### Cell density map, run 1

Scale: 4 px per micron. 7 x 5 tiles, from white (low) to dark blue (high), 0 to 100% covered.
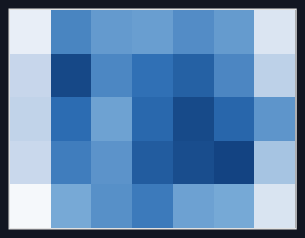
### Wiring by layer, run 1

Scale: 8 px per micron. Only two layers are drawn.
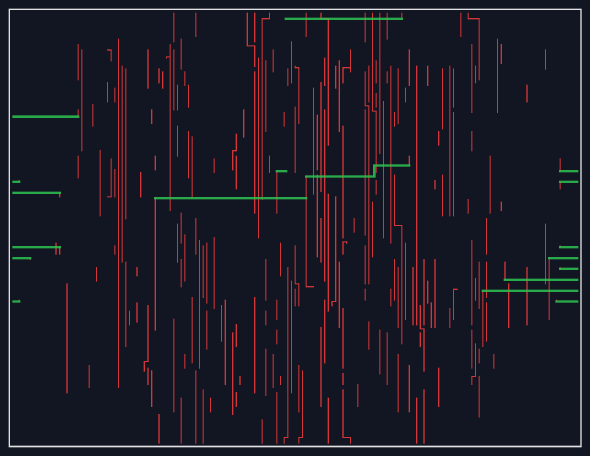
### Power grid, run 1

Scale: 6 px per micron. Pins as bars on the die edge.
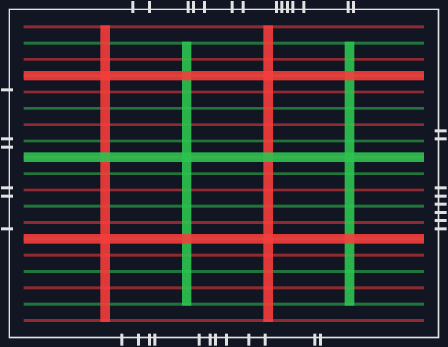
==> config.mk <==
export PLATFORM = sky130hd
export DESIGN_NAME = pipe_skid
export DESIGN_NICKNAME = d
export VERILOG_FILES = /design/src/rtl/fmdsp_pipe_pkg.sv /design/src/rtl/pipe_skid_reg.sv /design/src/rtl/pipe_skid.sv
export SDC_FILE = /design/constraint.sdc
export NUM_CORES = 1
export LEC_CHECK = 0
export CORE_ASPECT_RATIO = 0.75
export CORE_MARGIN = 2
export CORE_UTILIZATION = 49
export DETAILED_ROUTE_END_ITERATION = 6
export GPL_TIMING_DRIVEN = 0
export PLACE_DENSITY = 0.79
export SLEW_MARGIN = 20
export SYNTH_ARGS = -nofsm -noshare
export SYNTH_HDL_FRONTEND = slang
export SYNTH_SLANG_ARGS = --single-unit
export TNS_END_PERCENT = 10
==> constraint.sdc <==
create_clock -name clk -period 2 [get_ports clk]
set_input_delay 0.5 -clock clk [delete_from_list [all_inputs] [get_ports clk]]
set_output_delay 0.5 -clock clk [all_outputs]
set_load 0.005 [all_outputs]
==> results.json, run 1 <==
{
  "nNonClkBuffers": 47,
  "area_leaders": "dfrtp_1 (54%), mux2_2 (20%), mux2_4 (16%)",
  "yosys_area_sq_um": 1660,
  "ctsRootBufferMaster": "clkbuf_8",
  "common_cells": "dfrtp_1 (36), mux2_2 (30), mux2_4 (18)",
  "nWellTaps": 40,
  "yosys_cells": 102,
  "clock_latency_ps": 280,
  "grt_pass1_vias": 1011,
  "synth-async-reset-ratio_pct": 100,
  "yosysMostFrequentCell": "dfrtp_1",
  "n_clock_buffer": 8,
  "diodes": 0,
  "drt-met1-wl_mm": 1.36,
  "status": "complete, no violations",
  "critPathLaunchType": "input port",
  "rsz0062_at_grt": "no",
  "via_per_inst": 5.01,
  "synth_seq_share_pct": 54.1,
  "dr_wl_met2_mm": 1.42,
  "ff_type": "dfrtp_1",
  "skew_ps": 4.23,
  "htree_levels": 2,
  "dr.pass1.iters": 3,
  "via_count": 967,
  "edf_count": 0,
  "antenna_found_initial": 0,
  "p_comb_w": 0.00147,
  "layout_top_cell": "clkdlybuf4s50_1",
  "cpLargestDelayFamily": "buffers and inverters",
  "dp.cells": 181,
  "inv_count": 1,
  "grtUsageMet3_pct": 4.97,
  "dr_wl_met3_microns": 107,
  "grt_pass1_wl_mm": 4.73,
  "die_area_sq_um": 3880,
  "highest_layer": "met4",
  "drc_errors": 0,
  "totalPowerFinal_w": 0.00331,
  "synthAdderAreaFrac_pct": 0,
  "powerClk_w": 0.000515,
  "ys_warn_count": 0,
  "tritoncts.num_buffers": 5,
  "cts_buffer_depth": 2,
  "power_switching_w": 0.000907,
  "cts_tree": "yes",
  "slowest_stage": "clkdlybuf4s50_1",
  "combPwrFrac_pct": 44.2,
  "path_class": "input port to flip-flop",
  "logic_area_sq_um": 729,
  "flops": 36,
  "fillers": 212,
  "bufAreaShareNonClock_pct": 20.6,
  "fin_area_sq_um": 2230
}
About 'Cell density map':
densest ninth of the die	centre
mean over tiles	56%
emptiest ninth of the die	lower left
fullest tile	92%
tiles over 75% full	26%
final core utilization: 68.4%
fp_density: 51.0%
core area: 3270 sq um

About 'Wiring by layer':
layer	colour	wire length
M2	red	1420 microns
M3	green	107 microns
wire per inst: 15.1 microns
final wirelength: 2.91 mm

About 'Power grid':
net	colour
VSS	red
VDD	green
met5 straps	3
signal pins	40
rows	18
met1 rails	19
worst vdd ir: 0.672 mV
Die Wd: 71.3 microns
die height: 54.5 microns

--- run 2 (diff from run 1) ---
CTS_CLUSTER_SIZE = 28   (was unset)
clock period = 2.16 ns   (was 2 ns; I/O delays follow)
==> run 2 against run 1 <==
Against the previous run: critical path depth is 1 lower; highest routed layer unchanged; register-to-register slack better by 180 ps; clock power is 7.2% lower; critical endpoint is now u_main.q[6]$_DFFE_PP0P_; global-route usage is 0.082 points lower; synthesized cell count stayed put; first-iteration DRC count is 48% higher.
==> results.json, run 2 <==
{
  "status": "complete, no violations",
  "peakVddDrop_mv": 0.606,
  "combPwrFrac_pct": 43.7,
  "n_clock_buffer": 8,
  "p_seq_share_pct": 40.6,
  "layout.nets": 172,
  "powerClk_w": 0.000478,
  "htree_levels": 2,
  "dr_wl_met2_mm": 1.37,
  "grt_pass1_wl_mm": 4.71,
  "drt-met1-wl_mm": 1.38,
  "sh_seq_area_pct": 40.4,
  "flops": 36,
  "final_cell_mix": "clkdlybuf4s50_1 (39), dfrtp_1 (36), mux2_2 (30)",
  "fp_util_pct": 51.0,
  "coreArea_sq_um": 3270,
  "holdBufCountCts": 0,
  "path_class": "input port to flip-flop",
  "cts_buffer_depth": 2,
  "tritoncts.num_buffers": 5,
  "setup_viol": 0,
  "nWellTaps": 40,
  "cts_tree": "yes",
  "power_switching_w": 0.000834,
  "slowest_stage": "clkdlybuf4s50_1",
  "dr.pass1.iters": 4,
  "syn_to_final_growth_pct": 34.1,
  "fillers": 213,
  "rows": 18,
  "antenna_found_initial": 0,
  "leakagePower_nw": 0.991,
  "rrSetupSlack_ps": 440,
  "via_per_inst": 5.04,
  "yosys_cells": 102,
  "numSynthFlops": 36,
  "clock_latency_ps": 280,
  "common_cells": "dfrtp_1 (36), mux2_2 (30), mux2_4 (18)",
  "die_area_sq_um": 3880,
  "fin_area_sq_um": 2230,
  "regArea_sq_um": 901,
  "place_area_sq_um": 2100,
  "tool_warnings": 26,
  "layout_top_cell": "clkdlybuf4s50_1",
  "synth_seq_share_pct": 54.1,
  "yosys_area_sq_um": 1660,
  "p_int_w": 0.00221,
  "ys_warn_count": 0,
  "skew_ps": 4.43,
  "p_comb_w": 0.00133,
  "finalCriticalPeriod_ps": 2110,
  "area_leaders": "dfrtp_1 (54%), mux2_2 (20%), mux2_4 (16%)",
  "drc_errors": 0,
  "bufAreaShareNonClock_pct": 20.5,
  "ff_type": "dfrtp_1",
  "largest_area_cell": "dfrtp_1",
  "grt_overflow": 0,
  "synthAdderAreaFrac_pct": 0,
  "grt_pass1_vias": 1004,
  "die_w_microns": 71.3,
  "slowest_delay_ps": 600,
  "cts_sinks": 36,
  "cpLargestDelayFamily": "buffers and inverters",
  "use_met2_pct": 25.9,
  "totalPowerFinal_w": 0.00304,
  "yosysMostFrequentCell": "dfrtp_1",
  "crit_cells": 5,
  "synth_top_area_share_pct": 54.1,
  "inv_count": 1,
  "ctsRootBufferMaster": "clkbuf_8",
  "logic_gate_count": 61,
  "edf_count": 0,
  "synthCells": 102,
  "nNonClkBuffers": 47,
  "diodes": 0,
  "io_pins": 40,
  "grtUsageMet3_pct": 4.97,
  "fin_tns_setup_ps": 0,
  "dr_wl_met3_microns": 106,
  "clk_pin_slew_worst_paths_ps": 60,
  "logic_area_sq_um": 729,
  "dieHeight_microns": 54.5,
  "synth-async-reset-ratio_pct": 100,
  "highest_layer": "met4",
  "critPathLaunchType": "input port",
  "crit_arrival_ps": 2270,
  "dp.cells": 181,
  "holdCritPathClass": "flip-flop to flip-flop"
}
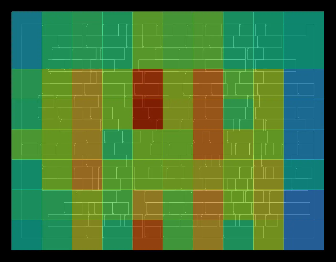
*Congestion heat map, run 2*
met1 usage: 21.1%
wire per inst: 15.0 microns
final core utilization: 68.4%
layer carrying the most global-route usage: met2

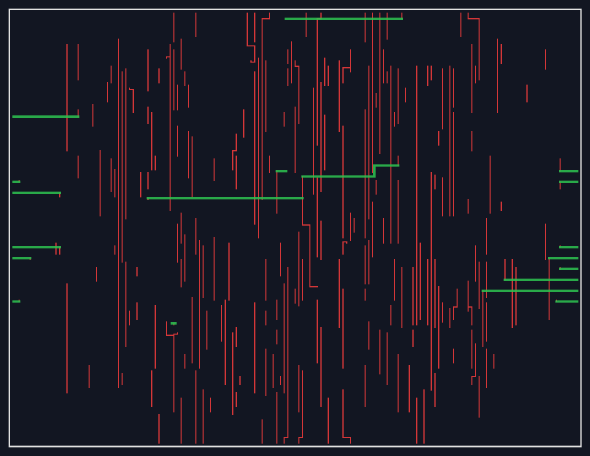
*Wiring by layer, run 2*
Scale: 8 px per micron. Only two layers are drawn.
layer	colour	wire length
M2	red	1370 microns
M3	green	107 microns
via total after detailed routing: 973
final wirelength: 2.90 mm

Power is estimated from default activity; no workload was simulated.
